$ cat src/rtl/aeb_scan_scheduler.sv
// Crop-window raster scan scheduler: walks a crop rectangle of a frame buffer,
// issues pixel reads and streams the returned pixels through a 2-entry output FIFO.
module aeb_scan_scheduler #(
   parameter int FRAME_WIDTH  = 320,
   parameter int FRAME_HEIGHT = 240,
   parameter int ADDR_W       = 24,
   parameter int DATA_W       = 8
) (
   input  logic              clk,
   input  logic              reset,
   input  logic              start,
   input  logic [15:0]       crop_x0,
   input  logic [15:0]       crop_y0,
   input  logic [15:0]       crop_w,
   input  logic [15:0]       crop_h,
   output logic              busy,
   output logic              done,
   output logic              cfg_err,
   output logic              mem_rd_en,
   output logic [ADDR_W-1:0] mem_rd_addr,
   input  logic [DATA_W-1:0] mem_rd_data,
   output logic              pix_valid,
   input  logic              pix_ready,
   output logic [DATA_W-1:0] pix_data,
   output logic [15:0]       pix_x,
   output logic [15:0]       pix_y,
   output logic              pix_sol,
   output logic              pix_eof
);

   localparam logic [1:0] S_IDLE  = 2'd0;
   localparam logic [1:0] S_RUN   = 2'd1;
   localparam logic [1:0] S_DRAIN = 2'd2;
   localparam logic [1:0] S_DONE  = 2'd3;

   // FIFO entry layout: {data, x, y, sol, eof}
   localparam int E_W = DATA_W + 34;

   logic [1:0]        r_state;
   logic [1:0]        w_state_nxt;
   logic [15:0]       r_w;
   logic [15:0]       r_h;
   logic [15:0]       r_x;
   logic [15:0]       r_y;
   logic [ADDR_W-1:0] r_addr;
   logic [ADDR_W-1:0] r_row_base;
   logic [ADDR_W-1:0] w_start_base;
   logic              r_inflight;
   logic [15:0]       r_fl_x;
   logic [15:0]       r_fl_y;
   logic              r_fl_sol;
   logic              r_fl_eof;
   logic [1:0]        r_cnt;
   logic [E_W-1:0]    r_head;
   logic [E_W-1:0]    r_tail;
   logic [E_W-1:0]    w_new;
   logic              r_busy;
   logic              r_done;
   logic              r_cfg_err;

   logic [16:0]       w_xend;
   logic [16:0]       w_yend;
   logic              w_cfg_ok;
   logic              w_start_ok;
   logic              w_start_bad;
   logic              w_pop;
   logic [2:0]        w_level;
   logic              w_space;
   logic              w_rd_en;
   logic              w_row_end;
   logic              w_last;

   // 17-bit sums so a window running past 0xFFFF is still rejected
   assign w_xend      = {1'b0, crop_x0} + {1'b0, crop_w};
   assign w_yend      = {1'b0, crop_y0} + {1'b0, crop_h};
   assign w_cfg_ok    = (crop_w != 16'd0) && (crop_h != 16'd0) &&
                        (w_xend <= 17'(FRAME_WIDTH)) && (w_yend <= 17'(FRAME_HEIGHT));
   assign w_start_ok  = start && (r_state == S_IDLE) && w_cfg_ok;
   assign w_start_bad = start && (r_state == S_IDLE) && !w_cfg_ok;
   assign w_start_base = ADDR_W'(crop_y0) * ADDR_W'(FRAME_WIDTH) + ADDR_W'(crop_x0);

   assign w_pop     = (r_cnt != 2'd0) && pix_ready;
   assign w_level   = {1'b0, r_cnt} + {2'b00, r_inflight};
   assign w_space   = (w_level - {2'b00, w_pop}) < 3'd2;
   assign w_rd_en   = (r_state == S_RUN) && w_space;
   assign w_row_end = (r_x == (r_w - 16'd1));
   assign w_last    = w_row_end && (r_y == (r_h - 16'd1));

   assign w_new = {mem_rd_data, r_fl_x, r_fl_y, r_fl_sol, r_fl_eof};

   // Pass sequencing
   always_comb begin
      w_state_nxt = r_state;
      case (r_state)
         S_IDLE: begin
            if (w_start_ok) w_state_nxt = S_RUN;
            else            w_state_nxt = S_IDLE;
         end
         S_RUN: begin
            if (w_rd_en && w_last) w_state_nxt = S_DRAIN;
            else                   w_state_nxt = S_RUN;
         end
         S_DRAIN: begin
            if (w_pop && r_head[0]) w_state_nxt = S_DONE;
            else                    w_state_nxt = S_DRAIN;
         end
         S_DONE:  w_state_nxt = S_IDLE;
         default: w_state_nxt = S_IDLE;
      endcase
   end

   // Control state, status pulses, scan counters and address generation
   always_ff @(posedge clk) begin
      if (reset) begin
         r_state    <= S_IDLE;
         r_busy     <= 1'b0;
         r_done     <= 1'b0;
         r_cfg_err  <= 1'b0;
         r_inflight <= 1'b0;
         r_w        <= 16'd0;
         r_h        <= 16'd0;
         r_x        <= 16'd0;
         r_y        <= 16'd0;
         r_addr     <= '0;
         r_row_base <= '0;
         r_fl_x     <= 16'd0;
         r_fl_y     <= 16'd0;
         r_fl_sol   <= 1'b0;
         r_fl_eof   <= 1'b0;
      end else begin
         r_state    <= w_state_nxt;
         r_busy     <= (w_state_nxt == S_RUN) || (w_state_nxt == S_DRAIN);
         r_done     <= (w_state_nxt == S_DONE);
         r_cfg_err  <= w_start_bad;
         r_inflight <= w_rd_en;
         if (w_rd_en) begin
            r_fl_x   <= r_x;
            r_fl_y   <= r_y;
            r_fl_sol <= (r_x == 16'd0);
            r_fl_eof <= w_last;
         end
         if (w_start_ok) begin
            r_w        <= crop_w;
            r_h        <= crop_h;
            r_x        <= 16'd0;
            r_y        <= 16'd0;
            r_row_base <= w_start_base;
            r_addr     <= w_start_base;
         end else if (w_rd_en) begin
            // Stepping past the last pixel is harmless: no further read is issued.
            if (w_row_end) begin
               r_x        <= 16'd0;
               r_y        <= r_y + 16'd1;
               r_row_base <= r_row_base + ADDR_W'(FRAME_WIDTH);
               r_addr     <= r_row_base + ADDR_W'(FRAME_WIDTH);
            end else begin
               r_x    <= r_x + 16'd1;
               r_addr <= r_addr + {{(ADDR_W-1){1'b0}}, 1'b1};
            end
         end
      end
   end

   // Two-entry output FIFO; r_head is presented directly on the pix_* outputs
   always_ff @(posedge clk) begin
      if (reset) begin
         r_cnt  <= 2'd0;
         r_head <= '0;
         r_tail <= '0;
      end else begin
         case ({r_inflight, w_pop})
            2'b11: begin
               if (r_cnt == 2'd2) begin
                  r_head <= r_tail;
                  r_tail <= w_new;
               end else begin
                  r_head <= w_new;
               end
            end
            2'b10: begin
               if (r_cnt == 2'd0) r_head <= w_new;
               else               r_tail <= w_new;
               r_cnt <= r_cnt + 2'd1;
            end
            2'b01: begin
               if (r_cnt == 2'd2) r_head <= r_tail;
               r_cnt <= r_cnt - 2'd1;
            end
            default: begin
               r_cnt <= r_cnt;
            end
         endcase
      end
   end

   assign busy        = r_busy;
   assign done        = r_done;
   assign cfg_err     = r_cfg_err;
   assign mem_rd_en   = w_rd_en;
   assign mem_rd_addr = r_addr;
   assign pix_valid   = (r_cnt != 2'd0);
   assign pix_data    = r_head[E_W-1 -: DATA_W];
   assign pix_x       = r_head[33:18];
   assign pix_y       = r_head[17:2];
   assign pix_sol     = r_head[1];
   assign pix_eof     = r_head[0];

endmodule
$ cat config.mk
export PLATFORM = sky130hd
export DESIGN_NAME = aeb_scan_scheduler
export DESIGN_NICKNAME = d
export VERILOG_FILES = /design/src/rtl/aeb_scan_scheduler.sv
export SDC_FILE = /design/constraint.sdc
export NUM_CORES = 1
export LEC_CHECK = 0
export ABC_AREA = 1
export CAP_MARGIN = 20
export CORE_MARGIN = 2
export CORE_UTILIZATION = 40
export CTS_CLUSTER_SIZE = 25
export DETAILED_ROUTE_END_ITERATION = 12
export GPL_ROUTABILITY_DRIVEN = 0
export GPL_TIMING_DRIVEN = 0
export SYNTH_ARGS = -nofsm -noshare
export SYNTH_HDL_FRONTEND = slang
export SYNTH_SLANG_ARGS = --single-unit
$ cat constraint.sdc
create_clock -name clk -period 14.8 [get_ports clk]
set_clock_uncertainty 0.15 [all_clocks]
set_input_delay 4.44 -clock clk [delete_from_list [all_inputs] [get_ports clk]]
set_output_delay 4.44 -clock clk [all_outputs]
set_load 0.005 [all_outputs]
==> flow_summary.ini <==
; generated from flow reports
[clocking]
cts_buffers = 28
cts.sink_count = 238
ctsLongestPathBuffers = 3
cts.root.buffer_cell = sky130_fd_sc_hd__clkbuf_16
tritoncts = done
ctsHtreeMaxLevel = 1

[timing]
period_minus_slack_ns = 13.37
setup-violations-final = 0
slew_viol_final = 0

[power_and_ir_drop]
vdd_drop_max_mv = 0.06406
power.clock.total_mw = 0.711
power.share.switching = 0.2853
sequentialPower_mw = 0.641
p_total_mw = 1.622
power.clock.fraction = 0.438
combinationalPowerShare = 0.167

[global_routing]
gr-max-usage-layer = met2
grt_first_pass_wirelength_um = 90340
number_of_antenna_violations_at_the_first_check_in_global_routing = 0
overflow = 0

[critical_path]
worst_ep_arrival_time_ns = 8.78
startpoint_of_the_worst_slack_reg_to_reg_timing_path = r_cnt[1]
timing_worst_setup_path_type = input pin to output pin
worstSetupEndpointType = output pin
cp_slowest_stage_delay_ns = 0.64
cp.depth = 12
reg2regPathDepth = 14
critPathMaxFanout = 10
critPathSlowestCell = sky130_fd_sc_hd__clkdlybuf4s50_1
endpoint = mem_rd_en
timing.critical_path.cells = clkdlybuf4s50_1 > nand2_1 > inv_1 > ha_1 > or2_2 > fa_1 > xnor2_1 > nand2_1 > inv_2 > buf_1 > clkbuf_1 > clkdlybuf4s50_1
first_element_of_the_critical_path = pix_ready

[logic_synthesis]
netlist_instances = 2738
synthXorXnorAreaFrac = 0.05589
synth.ff_latch_count = 238
synth-warning-count = 0
adder_share = 0.06653
synth_async_sr_flop_share = 0
synthesis.area_um2 = 16920
post_synth_most_frequent_cells = 639 x sky130_fd_sc_hd__nand2_1, 340 x sky130_fd_sc_hd__inv_1, 312 x sky130_fd_sc_hd__nor2_1, 278 x sky130_fd_sc_hd__a21oi_1, 238 x sky130_fd_sc_hd__dfxtp_1
synth-simple-area-share = 0.3203
largest_family_of_logic_cells_by_area = simple AND/OR/NAND/NOR gates
synth.area.mux_share = 0
synth_top_cell_by_area = sky130_fd_sc_hd__dfxtp_1

[hold_path]
min_to = r_row_base[4]
hp_class = register to register

[floorplan]
num_io_pins = 147
x_dimension_of_the_die_um = 209.7

[status]
outcome = finished clean

[route]
maxUsedRoutingLayer = met4
remaining_drc_errors = 0

[placed_design]
hpwl_um = 45060

[cells_and_area]
filler_cell_count = 4402
==> registers in the layout, indices dropped and copies added (netlist names) <==
name         cells
r_inflight       1
done             1
r_state          2
cfg_err          1
r_y             16
r_fl_eof         1
busy             1
r_fl_sol         1
r_tail          42
r_x             16
r_cnt            2
r_h             16
r_row_base      24
r_fl_y          16
r_head          42
r_w             16
mem_rd_addr     24
r_fl_x          16
==> per-stage QoR <==
stage	util	hold WS [ns]	cell area [µm²]	setup WS (ns)	instances
6_report	0.4781	0.3225	20010	1.431	3473
5_1_grt	0.4781	0.3290	20010	1.226	3473
4_1_cts	0.4781	0.3161	20010	1.402	3473
3_5_place_dp	0.4552	0.3061	19050	1.417	3422
3_3_place_gp	0.4552	0.2963	19050	1.413	3422
2_1_floorplan	-	0.2850	16930	3.628	2738
==> layout by cell type (no fill, tap or decap), types with 2 or more instances in the layout <==
cell type                         netlist  routed
sky130_fd_sc_hd__a21oi_1              278     278
sky130_fd_sc_hd__a31oi_1                3       3
sky130_fd_sc_hd__and2_1                 4       4
sky130_fd_sc_hd__buf_1                  5       5
sky130_fd_sc_hd__buf_2                 15      15
sky130_fd_sc_hd__buf_6                  3       3
sky130_fd_sc_hd__bufinv_16              0       2
sky130_fd_sc_hd__clkbuf_1              89      93
sky130_fd_sc_hd__clkbuf_16              0      28
sky130_fd_sc_hd__clkbuf_8               0       7
sky130_fd_sc_hd__clkdlybuf4s50_1        0     145
sky130_fd_sc_hd__clkinv_1               4       4
sky130_fd_sc_hd__clkinv_2               0       5
sky130_fd_sc_hd__clkinvlp_4             0       3
sky130_fd_sc_hd__dfxtp_1              238     238
sky130_fd_sc_hd__fa_1                   5       5
sky130_fd_sc_hd__ha_1                  82      82
sky130_fd_sc_hd__inv_1                340     340
sky130_fd_sc_hd__inv_2                 13      13
sky130_fd_sc_hd__nand2_1              639     639
sky130_fd_sc_hd__nand2_2                2       2
sky130_fd_sc_hd__nand3_1              168     168
sky130_fd_sc_hd__nand3b_1              19      19
sky130_fd_sc_hd__nand4_1               72      72
sky130_fd_sc_hd__nor2_1               312     312
sky130_fd_sc_hd__nor2_2                 8       8
sky130_fd_sc_hd__nor3_1                26      26
sky130_fd_sc_hd__nor3_2                 2       2
sky130_fd_sc_hd__nor3b_1                3       3
sky130_fd_sc_hd__nor4_1                10      10
sky130_fd_sc_hd__o21a_1                 2       2
sky130_fd_sc_hd__o21ai_0              228     228
sky130_fd_sc_hd__o21ai_1               13      13
sky130_fd_sc_hd__o21bai_1               2       2
sky130_fd_sc_hd__o22ai_1               30      30
sky130_fd_sc_hd__or2_2                  6       6
sky130_fd_sc_hd__xnor2_1               23      23
sky130_fd_sc_hd__xor2_1                85      85
==> layout make-up <==
class	instances	area (µm²)	area share
clock inverter	12	146.4	0.007316
timing repair buffer	145	1451	0.07254
clock buffer	39	812.0	0.04058
buffer	112	461.7	0.02307
tap	539	674.4	0.03370
multi-input combinational	2031	10360	0.5177
sequential	238	4765	0.2381
inverter	357	1340	0.06697
==> kinds of logic after synthesis <==
logic type                 after synthesis
buffers and inverters                  469
adders and majority gates               87
DFF                                    238
and+or+nand+nor                       1276
xor gates and xnor gates               108
AOI/OAI and AO/OA                      560
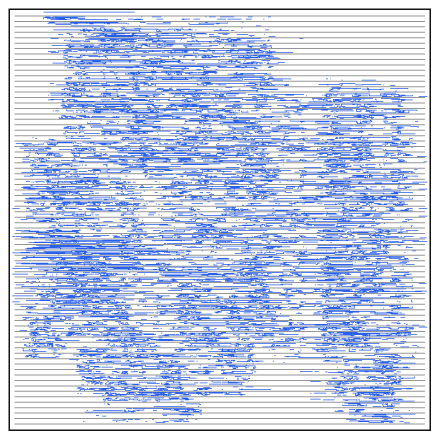
met1.png
Drawn at 2 px/µm. Supply wires on this layer in grey.
The longest straight run is 52.6 µm. The layer carries 25.1 mm of wire. 2896 nets have wire on it. The layer holds 45% of the routed length. The wires run mostly horizontal.
WL final: 56230 µm
via count: 18180
routing usage on met1: 0.3267

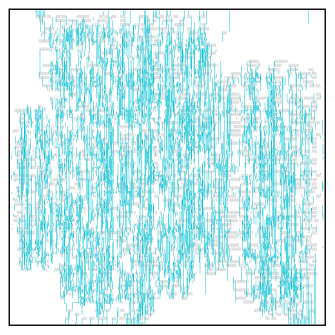
met2.png
Drawn at 1.5 px/µm.
The wires run mostly vertical. The longest straight run is 79.2 µm. The layer holds 47% of the routed length.
met2 capacity usage during global routing: 0.4398

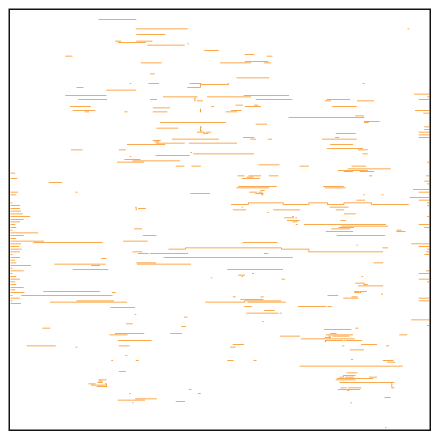
met3.png
Drawn at 2 px/µm.
The layer carries 2730 µm of wire. The longest straight run is 64.2 µm.
met3 GRT Util: 0.02364

